**config.mk**
```make
export PLATFORM = sky130hd
export DESIGN_NAME = mccpu
export DESIGN_NICKNAME = d
export VERILOG_FILES = /design/src/rtl/mccpu_pkg.sv /design/src/rtl/mccpu_fsm.sv /design/src/rtl/mccpu.sv
export SDC_FILE = /design/constraint.sdc
export NUM_CORES = 2
export LEC_CHECK = 0
export CAP_MARGIN = 0
export CELL_PAD_IN_SITES_DETAIL_PLACEMENT = 1
export CELL_PAD_IN_SITES_GLOBAL_PLACEMENT = 2
export CORE_MARGIN = 3
export CORE_UTILIZATION = 34
export CTS_BUF_LIST = sky130_fd_sc_hd__clkbuf_8
export DETAILED_ROUTE_END_ITERATION = 8
export PLACE_DENSITY_LB_ADDON = 0.1
export SLEW_MARGIN = 5
export SYNTH_ARGS = -nofsm -noshare
export SYNTH_HDL_FRONTEND = slang
export SYNTH_HIERARCHICAL = 1
export SYNTH_SLANG_ARGS = --single-unit
```
**constraint.sdc**
```tcl
create_clock -name clk -period 7.61 [get_ports clk]
set_input_delay 1.522 -clock clk [delete_from_list [all_inputs] [get_ports clk]]
set_output_delay 1.522 -clock clk [all_outputs]
set_load 0.01 [all_outputs]
```
**src/rtl/mccpu_pkg.sv**
```systemverilog
// mccpu_pkg: shared definitions for the multi-cycle MIPS-subset core.
//   - FSM state encoding and trap-cause codes
//   - opcode / funct constants of the supported instruction subset
//   - ALU operation codes, load/store size encoding
//   - a decoder that classifies an instruction for the FSM and datapath
package mccpu_pkg;

    typedef enum logic [2:0] {
        ST_IF,
        ST_ID,
        ST_EX,
        ST_MEM,
        ST_WB,
        ST_TRAP
    } state_e;

    typedef enum logic [1:0] {
        TRAP_NONE     = 2'd0,
        TRAP_ILLEGAL  = 2'd1,
        TRAP_MISALIGN = 2'd2,
        TRAP_TIMEOUT  = 2'd3
    } trap_e;

    // Primary opcodes
    localparam logic [5:0] OP_RTYPE = 6'h00;
    localparam logic [5:0] OP_J     = 6'h02;
    localparam logic [5:0] OP_JAL   = 6'h03;
    localparam logic [5:0] OP_BEQ   = 6'h04;
    localparam logic [5:0] OP_BNE   = 6'h05;
    localparam logic [5:0] OP_ADDIU = 6'h09;
    localparam logic [5:0] OP_SLTI  = 6'h0A;
    localparam logic [5:0] OP_ANDI  = 6'h0C;
    localparam logic [5:0] OP_ORI   = 6'h0D;
    localparam logic [5:0] OP_XORI  = 6'h0E;
    localparam logic [5:0] OP_LUI   = 6'h0F;
    localparam logic [5:0] OP_LB    = 6'h20;
    localparam logic [5:0] OP_LH    = 6'h21;
    localparam logic [5:0] OP_LW    = 6'h23;
    localparam logic [5:0] OP_LBU   = 6'h24;
    localparam logic [5:0] OP_LHU   = 6'h25;
    localparam logic [5:0] OP_SB    = 6'h28;
    localparam logic [5:0] OP_SH    = 6'h29;
    localparam logic [5:0] OP_SW    = 6'h2B;

    // R-type funct codes
    localparam logic [5:0] FN_SLL  = 6'h00;
    localparam logic [5:0] FN_SRL  = 6'h02;
    localparam logic [5:0] FN_SRA  = 6'h03;
    localparam logic [5:0] FN_JR   = 6'h08;
    localparam logic [5:0] FN_ADDU = 6'h21;
    localparam logic [5:0] FN_SUBU = 6'h23;
    localparam logic [5:0] FN_AND  = 6'h24;
    localparam logic [5:0] FN_OR   = 6'h25;
    localparam logic [5:0] FN_XOR  = 6'h26;
    localparam logic [5:0] FN_NOR  = 6'h27;
    localparam logic [5:0] FN_SLT  = 6'h2A;
    localparam logic [5:0] FN_SLTU = 6'h2B;

    typedef enum logic [3:0] {
        ALU_ADD,
        ALU_SUB,
        ALU_AND,
        ALU_OR,
        ALU_XOR,
        ALU_NOR,
        ALU_SLT,
        ALU_SLTU,
        ALU_SLL,
        ALU_SRL,
        ALU_SRA,
        ALU_LUI
    } alu_op_e;

    typedef enum logic [1:0] {
        SZ_BYTE,
        SZ_HALF,
        SZ_WORD
    } mem_size_e;

    // Coarse instruction class: all the FSM needs to pick its path.
    typedef enum logic [2:0] {
        CLS_ALU,
        CLS_BRANCH,
        CLS_JUMP,
        CLS_JR,
        CLS_LOAD,
        CLS_STORE,
        CLS_ILLEGAL
    } instr_cls_e;

    typedef struct packed {
        instr_cls_e cls;
        alu_op_e    alu_op;
        logic       use_imm;       // second ALU operand is the immediate
        logic       imm_zero_ext;  // logical immediates are zero-extended
        logic       dst_rt;        // destination is rt instead of rd
        mem_size_e  size;
        logic       load_unsigned;
        logic       is_bne;
        logic       is_jal;
    } decode_t;

    function automatic decode_t decode(input logic [5:0] op, input logic [5:0] funct);
        decode_t d;
        d.cls           = CLS_ILLEGAL;
        d.alu_op        = ALU_ADD;
        d.use_imm       = 1'b0;
        d.imm_zero_ext  = 1'b0;
        d.dst_rt        = 1'b0;
        d.size          = SZ_WORD;
        d.load_unsigned = 1'b0;
        d.is_bne        = 1'b0;
        d.is_jal        = 1'b0;
        case (op)
            OP_RTYPE: begin
                d.cls = CLS_ALU;
                case (funct)
                    FN_SLL:  d.alu_op = ALU_SLL;
                    FN_SRL:  d.alu_op = ALU_SRL;
                    FN_SRA:  d.alu_op = ALU_SRA;
                    FN_JR:   d.cls    = CLS_JR;
                    FN_ADDU: d.alu_op = ALU_ADD;
                    FN_SUBU: d.alu_op = ALU_SUB;
                    FN_AND:  d.alu_op = ALU_AND;
                    FN_OR:   d.alu_op = ALU_OR;
                    FN_XOR:  d.alu_op = ALU_XOR;
                    FN_NOR:  d.alu_op = ALU_NOR;
                    FN_SLT:  d.alu_op = ALU_SLT;
                    FN_SLTU: d.alu_op = ALU_SLTU;
                    default: d.cls    = CLS_ILLEGAL;
                endcase
            end
            OP_J:     d.cls = CLS_JUMP;
            OP_JAL: begin
                d.cls    = CLS_JUMP;
                d.is_jal = 1'b1;
            end
            OP_BEQ:   d.cls = CLS_BRANCH;
            OP_BNE: begin
                d.cls    = CLS_BRANCH;
                d.is_bne = 1'b1;
            end
            OP_ADDIU, OP_SLTI, OP_ANDI, OP_ORI, OP_XORI, OP_LUI: begin
                d.cls          = CLS_ALU;
                d.use_imm      = 1'b1;
                d.dst_rt       = 1'b1;
                d.imm_zero_ext = (op == OP_ANDI) || (op == OP_ORI) || (op == OP_XORI);
                case (op)
                    OP_SLTI: d.alu_op = ALU_SLT;
                    OP_ANDI: d.alu_op = ALU_AND;
                    OP_ORI:  d.alu_op = ALU_OR;
                    OP_XORI: d.alu_op = ALU_XOR;
                    OP_LUI:  d.alu_op = ALU_LUI;
                    default: d.alu_op = ALU_ADD;
                endcase
            end
            OP_LB, OP_LBU, OP_LH, OP_LHU, OP_LW: begin
                d.cls           = CLS_LOAD;
                d.use_imm       = 1'b1;
                d.dst_rt        = 1'b1;
                d.load_unsigned = (op == OP_LBU) || (op == OP_LHU);
                d.size          = (op == OP_LW) ? SZ_WORD :
                                  ((op == OP_LH) || (op == OP_LHU)) ? SZ_HALF : SZ_BYTE;
            end
            OP_SB, OP_SH, OP_SW: begin
                d.cls     = CLS_STORE;
                d.use_imm = 1'b1;
                d.size    = (op == OP_SW) ? SZ_WORD : (op == OP_SH) ? SZ_HALF : SZ_BYTE;
            end
            default: d.cls = CLS_ILLEGAL;
        endcase
        return d;
    endfunction

endpackage

```
**src/rtl/mccpu_fsm.sv**
```systemverilog
// mccpu_fsm: control state machine of the multi-cycle core.
//   clk, rst        clock, synchronous active-high reset
//   mem_ready_i     memory handshake completion
//   cls_i           class of the instruction held in IR
//   misaligned_i    effective address of the current load/store is misaligned
//   state_o         current state (drives datapath enables)
//   mem_req_o       memory request (fetch in IF, data access in MEM)
//   mem_we_o        request is a store
//   mem_done_o      transfer completes on this edge
//   halt_o          core is stopped in TRAP
//   trap_cause_o    cause recorded on TRAP entry
module mccpu_fsm
    import mccpu_pkg::*;
#(
    parameter int unsigned STALL_LIMIT = 0
) (
    input  logic       clk,
    input  logic       rst,
    input  logic       mem_ready_i,
    input  instr_cls_e cls_i,
    input  logic       misaligned_i,
    output state_e     state_o,
    output logic       mem_req_o,
    output logic       mem_we_o,
    output logic       mem_done_o,
    output logic       halt_o,
    output logic [1:0] trap_cause_o
);

    state_e      state_q, state_d;
    trap_e       cause_q, cause_d;
    logic [31:0] stall_q, stall_d;
    logic        timeout;

    // Once the wait counter reaches the limit the request is withdrawn in
    // the same cycle, so a late mem_ready can never complete the transfer.
    assign timeout = (STALL_LIMIT != 0) && (stall_q == 32'(STALL_LIMIT));

    // NOTE: every output of this block gets a default first, so no path
    // through the case statement can leave a value held (no latches).
    always_comb begin
        state_d   = state_q;
        cause_d   = cause_q;
        mem_req_o = 1'b0;
        mem_we_o  = 1'b0;
        case (state_q)
            ST_IF: begin
                if (timeout) begin
                    state_d = ST_TRAP;
                    cause_d = TRAP_TIMEOUT;
                end else begin
                    mem_req_o = 1'b1;
                    if (mem_ready_i) state_d = ST_ID;
                end
            end
            ST_ID: begin
                if (cls_i == CLS_ILLEGAL) begin
                    state_d = ST_TRAP;
                    cause_d = TRAP_ILLEGAL;
                end else begin
                    state_d = ST_EX;
                end
            end
            ST_EX: begin
                case (cls_i)
                    CLS_ALU: state_d = ST_WB;
                    CLS_LOAD, CLS_STORE: begin
                        if (misaligned_i) begin
                            state_d = ST_TRAP;
                            cause_d = TRAP_MISALIGN;
                        end else begin
                            state_d = ST_MEM;
                        end
                    end
                    default: state_d = ST_IF;  // branches and jumps retire here
                endcase
            end
            ST_MEM: begin
                if (timeout) begin
                    state_d = ST_TRAP;
                    cause_d = TRAP_TIMEOUT;
                end else begin
                    mem_req_o = 1'b1;
                    mem_we_o  = (cls_i == CLS_STORE);
                    if (mem_ready_i) state_d = (cls_i == CLS_STORE) ? ST_IF : ST_WB;
                end
            end
            ST_WB:   state_d = ST_IF;
            default: state_d = ST_TRAP;  // TRAP is sticky until reset
        endcase
        // Reset abandons any in-flight request immediately.
        if (rst) begin
            mem_req_o = 1'b0;
            mem_we_o  = 1'b0;
        end
    end

    assign mem_done_o = mem_req_o && mem_ready_i;
    assign stall_d    = (mem_req_o && !mem_ready_i) ? stall_q + 32'd1 : 32'd0;

    // NOTE: sequential state uses non-blocking assignments so every register
    // samples the pre-edge values, independent of statement order.
    always_ff @(posedge clk) begin
        if (rst) begin
            state_q <= ST_IF;
            cause_q <= TRAP_NONE;
            stall_q <= 32'd0;
        end else begin
            state_q <= state_d;
            cause_q <= cause_d;
            stall_q <= stall_d;
        end
    end

    assign state_o      = state_q;
    assign halt_o       = (state_q == ST_TRAP);
    assign trap_cause_o = cause_q;

endmodule

```
**src/rtl/mccpu.sv**
```systemverilog
// mccpu: multi-cycle MIPS-subset core with a single req/ready memory port.
//   clk, rst        clock, synchronous active-high reset
//   mem_req/mem_we  transfer request and direction (1 = write)
//   mem_addr        byte address; mem_be little-endian byte enables
//   mem_wdata       store data, byte/half replicated across lanes
//   mem_rdata       read data, valid with mem_ready
//   mem_ready       transfer completes this cycle
//   PC              address of the current instruction
//   halt            core stopped in TRAP; trap_cause gives the reason
//   reg_sel/reg_data combinational debug read of the register file
module mccpu
    import mccpu_pkg::*;
#(
    parameter logic [31:0] RESET_PC    = 32'h0000_0000,
    parameter int unsigned STALL_LIMIT = 0,
    parameter int          NREG        = 32
) (
    input  logic        clk,
    input  logic        rst,
    output logic        mem_req,
    output logic        mem_we,
    output logic [31:0] mem_addr,
    output logic [3:0]  mem_be,
    output logic [31:0] mem_wdata,
    input  logic [31:0] mem_rdata,
    input  logic        mem_ready,
    output logic [31:0] PC,
    output logic        halt,
    output logic [1:0]  trap_cause,
    input  logic [4:0]  reg_sel,
    output logic [31:0] reg_data
);

    localparam int RW = $clog2(NREG);

    state_e      state;
    logic        mem_done;
    logic        misaligned;
    decode_t     dec;

    logic [31:0] pc_q, pc_d;
    logic [31:0] pcn_q, ir_q, a_q, b_q, alu_q, mdr_q;
    logic [31:0] gpr_q [NREG];

    logic [4:0]  rs, rt, rd, shamt;
    logic [31:0] imm_sext, imm_zext, op_b, alu_res, rs_val, rt_val, load_val;
    logic        taken;
    logic        wr_en;
    logic [4:0]  wr_idx;
    logic [31:0] wr_data;

    assign rs       = ir_q[25:21];
    assign rt       = ir_q[20:16];
    assign rd       = ir_q[15:11];
    assign shamt    = ir_q[10:6];
    assign imm_sext = {{16{ir_q[15]}}, ir_q[15:0]};
    assign imm_zext = {16'h0000, ir_q[15:0]};
    assign dec      = decode(ir_q[31:26], ir_q[5:0]);

    mccpu_fsm #(
        .STALL_LIMIT (STALL_LIMIT)
    ) u_fsm (
        .clk          (clk),
        .rst          (rst),
        .mem_ready_i  (mem_ready),
        .cls_i        (dec.cls),
        .misaligned_i (misaligned),
        .state_o      (state),
        .mem_req_o    (mem_req),
        .mem_we_o     (mem_we),
        .mem_done_o   (mem_done),
        .halt_o       (halt),
        .trap_cause_o (trap_cause)
    );

    // Register file reads: indices beyond NREG read as zero; $0 is never written.
    assign rs_val   = (int'(rs) < NREG) ? gpr_q[rs[RW-1:0]] : 32'd0;
    assign rt_val   = (int'(rt) < NREG) ? gpr_q[rt[RW-1:0]] : 32'd0;
    assign reg_data = (int'(reg_sel) < NREG) ? gpr_q[reg_sel[RW-1:0]] : 32'd0;

    // ALU, used in EX for arithmetic results and load/store addresses.
    always_comb begin
        op_b = dec.use_imm ? (dec.imm_zero_ext ? imm_zext : imm_sext) : b_q;
        case (dec.alu_op)
            ALU_ADD:  alu_res = a_q + op_b;
            ALU_SUB:  alu_res = a_q - op_b;
            ALU_AND:  alu_res = a_q & op_b;
            ALU_OR:   alu_res = a_q | op_b;
            ALU_XOR:  alu_res = a_q ^ op_b;
            ALU_NOR:  alu_res = ~(a_q | op_b);
            ALU_SLT:  alu_res = {31'd0, $signed(a_q) < $signed(op_b)};
            ALU_SLTU: alu_res = {31'd0, a_q < op_b};
            ALU_SLL:  alu_res = b_q << shamt;
            ALU_SRL:  alu_res = b_q >> shamt;
            ALU_SRA:  alu_res = $unsigned($signed(b_q) >>> shamt);
            ALU_LUI:  alu_res = {ir_q[15:0], 16'h0000};
            default:  alu_res = 32'd0;
        endcase
    end

    always_comb begin
        misaligned = 1'b0;
        if (dec.cls == CLS_LOAD || dec.cls == CLS_STORE) begin
            case (dec.size)
                SZ_WORD: misaligned = (alu_res[1:0] != 2'b00);
                SZ_HALF: misaligned = alu_res[0];
                default: misaligned = 1'b0;
            endcase
        end
    end

    assign taken = (a_q == b_q) ^ dec.is_bne;

    always_comb begin
        pc_d = pc_q;
        case (state)
            ST_EX: begin
                case (dec.cls)
                    CLS_BRANCH: pc_d = taken ? pcn_q + {imm_sext[29:0], 2'b00} : pcn_q;
                    CLS_JUMP:   pc_d = {pcn_q[31:28], ir_q[25:0], 2'b00};
                    CLS_JR:     pc_d = a_q;
                    default:    pc_d = pc_q;
                endcase
            end
            ST_MEM:  if (mem_done && dec.cls == CLS_STORE) pc_d = pcn_q;
            ST_WB:   pc_d = pcn_q;
            default: pc_d = pc_q;
        endcase
    end

    // Select and extend the addressed lane of the read word.
    always_comb begin
        case (dec.size)
            SZ_BYTE: begin
                load_val = {24'd0, mem_rdata[{alu_q[1:0], 3'b000} +: 8]};
                if (!dec.load_unsigned) load_val[31:8] = {24{load_val[7]}};
            end
            SZ_HALF: begin
                load_val = {16'd0, mem_rdata[{alu_q[1], 4'b0000} +: 16]};
                if (!dec.load_unsigned) load_val[31:16] = {16{load_val[15]}};
            end
            default: load_val = mem_rdata;
        endcase
    end

    // Memory port: everything is driven from registers, so it is stable
    // for as long as a request waits for mem_ready.
    always_comb begin
        mem_addr  = (state == ST_IF) ? pc_q : alu_q;
        mem_be    = 4'hF;
        mem_wdata = b_q;
        if (state != ST_IF) begin
            case (dec.size)
                SZ_BYTE: begin
                    mem_be    = 4'b0001 << alu_q[1:0];
                    mem_wdata = {4{b_q[7:0]}};
                end
                SZ_HALF: begin
                    mem_be    = 4'b0011 << alu_q[1:0];
                    mem_wdata = {2{b_q[15:0]}};
                end
                default: begin
                    mem_be    = 4'hF;
                    mem_wdata = b_q;
                end
            endcase
        end
    end

    // Register write port: jal links in EX, everything else writes in WB.
    always_comb begin
        wr_en   = 1'b0;
        wr_idx  = dec.dst_rt ? rt : rd;
        wr_data = (dec.cls == CLS_LOAD) ? mdr_q : alu_q;
        if (state == ST_EX && dec.cls == CLS_JUMP && dec.is_jal) begin
            wr_en   = 1'b1;
            wr_idx  = 5'd31;
            wr_data = pcn_q;
        end else if (state == ST_WB) begin
            wr_en = 1'b1;
        end
    end

    // NOTE: the GPR array is reset because software relies on zeroed
    // registers after reset; the internal IR/A/B/ALUOut/MDR latches below
    // are always written before being used and carry no reset.
    always_ff @(posedge clk) begin
        if (rst) begin
            for (int i = 0; i < NREG; i++) gpr_q[i] <= 32'd0;
        end else if (wr_en && wr_idx != 5'd0 && int'(wr_idx) < NREG) begin
            gpr_q[wr_idx[RW-1:0]] <= wr_data;
        end
    end

    always_ff @(posedge clk) begin
        if (rst) pc_q <= RESET_PC;
        else     pc_q <= pc_d;
    end

    always_ff @(posedge clk) begin
        if (state == ST_IF && mem_done) begin
            ir_q  <= mem_rdata;
            pcn_q <= pc_q + 32'd4;
        end
        if (state == ST_ID) begin
            a_q <= rs_val;
            b_q <= rt_val;
        end
        if (state == ST_EX) alu_q <= alu_res;
        if (state == ST_MEM && mem_done) mdr_q <= load_val;
    end

    assign PC = pc_q;

endmodule

```
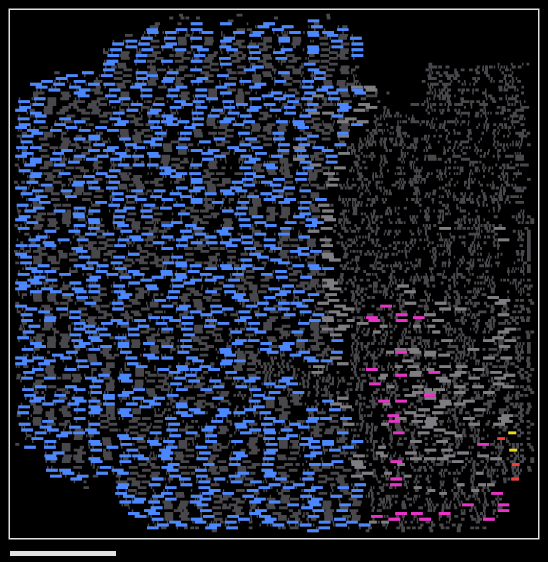
Fig. 1. Where the registers sit.
The bar under the picture is 100 um long. Other sequential cells in the stronger gray, the rest of the logic in the fainter gray.
legend:
  u_fsm/state_o:
    color: red
    placed_flops: 3
  u_fsm/trap_cause_o:
    color: yellow
    placed_flops: 2
  gpr_q:
    color: blue
    placed_flops: 1,024
  pcn_q:
    color: magenta
    placed_flops: 32
    where: south-east
not colored: 192

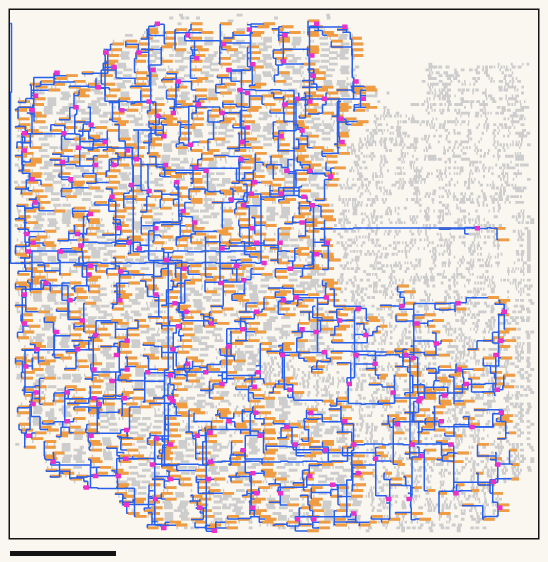
Fig. 2. Routed clock nets over the placement.
The bar under the picture is 100 um long.
legend:
  clock-net drivers:
    color: magenta
    count: 234
  flip-flops:
    color: orange
    count: 1,253
  clock wires:
    color: blue
    length: 21.3 mm
routed clock nets: 235
flops lie: spread over the die

==> GITHUB_STEP_SUMMARY <==
## Implementation flow summary

| Metric | Value |
|---|---|
| Clock power frac | 31.6% |
| Max VDD drop | 185 uV |
| Wire length per cell | 40.1 um |
| Antenna violations before repair | 28 |
| Tool warning count | 102 |
| Global-route track usage on met2 | 50.7% |
| Late-Pin Clk Latency | 1060 ps |
| Yosys cell count | 6,369 |
| Hold Path End | u_fsm/trap_cause_o[1] |
| Slew Limit Headroom | 4.86% |
| Post-synthesis cell type with the largest instance count | nor2_1 |
| CP peak stage delay | 740 ps |
| M1 GR Usage | 40.9% |
| P_int | 13,400 uW |
| Post-CTS Resized | 0 |
| Maxcap violations | 0 |
| Top cells excl fill/tap | 1,234 x nor2_1, 1,216 x edfxtp_1, 1,005 x mux4_2, 340 x nand2_1, 239 x clkbuf_8 |
| Fraction of area in registers | 40.1% |
| DP Wirelength | 252 mm |
| Commonest flop | edfxtp_1 |
| Min-delay worst type | reg -> reg |
| First-pass iteration count of the detailed router | 5 |
| Total gr overflow | 0 |
| Uppermost layer routed | met5 |
| Leading cell kind | combinational gates |
| CTS tree | built |
| Die Ht | 499 um |
| Crit path DRT | 8540 ps |
| Fin crit period | 6330 ps |
| Pwr dens | 222 nW/um^2 |
| RSZ-0062 raised after global routing | no |
| Setup crit start kind | flip-flop |
| GR peak layer | met2 |
| Synth async-reset ratio | 0% |
| Final worst path period share | 83.2% |
| Ant diodes | 7 |
| Worst setup path start | ir_q[29] |
| Sequential area share after synthesis | 45.2% |
| Post-layout instance area | 92,900 um^2 |
| CP endpoint kind | flip-flop |
| Cell area leaders | edfxtp_1 44%, mux4_2 27%, nor2_1 5.6%, clkbuf_1 2.1%, mux2_2 2.0% |
| Ratio of cells with drive above 1 in the final layout | 28.4% |
| Fin Hold WS | 487 ps |
| Outcome | finished clean |
| DIE AREA | 249,000 um^2 |
| Row count | 180 |
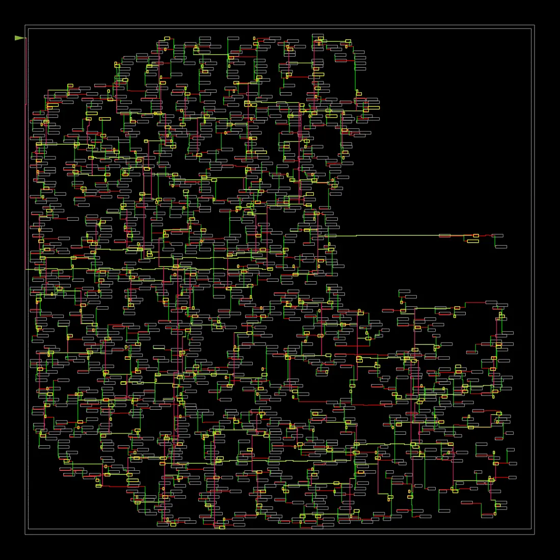
Fig. 3. Clock wiring as the flow saved it.
Sink Count: 1,253
cts bufs inserted: 234
skew final: 64.6 ps
clock buffers: 239
Clk power: 6530 uW

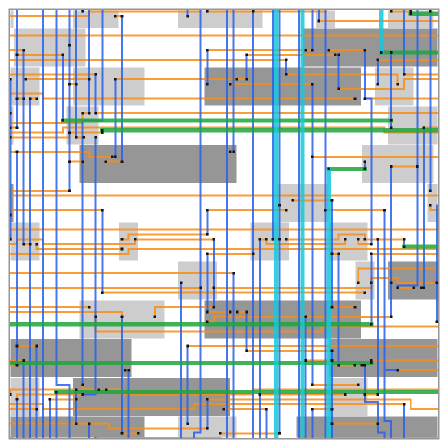
Fig. 4. Layout detail.
Region (359, 110) to (389, 140) um. Cells in gray, sequential cells in the stronger gray; small squares are vias.
legend:
  M2:
    color: blue
  M4:
    color: cyan
  M1:
    color: orange
  M3:
    color: green
sequential cells in the window: 9
most frequent: edfxtp_1 (9), clkbuf_8 (4)
netlist names of flops here include: mdr_q (3), pcn_q (3), ir_q (2)
cells with their middle in the window: 28

No activity file was given, so power comes from the tool's default toggle rates.
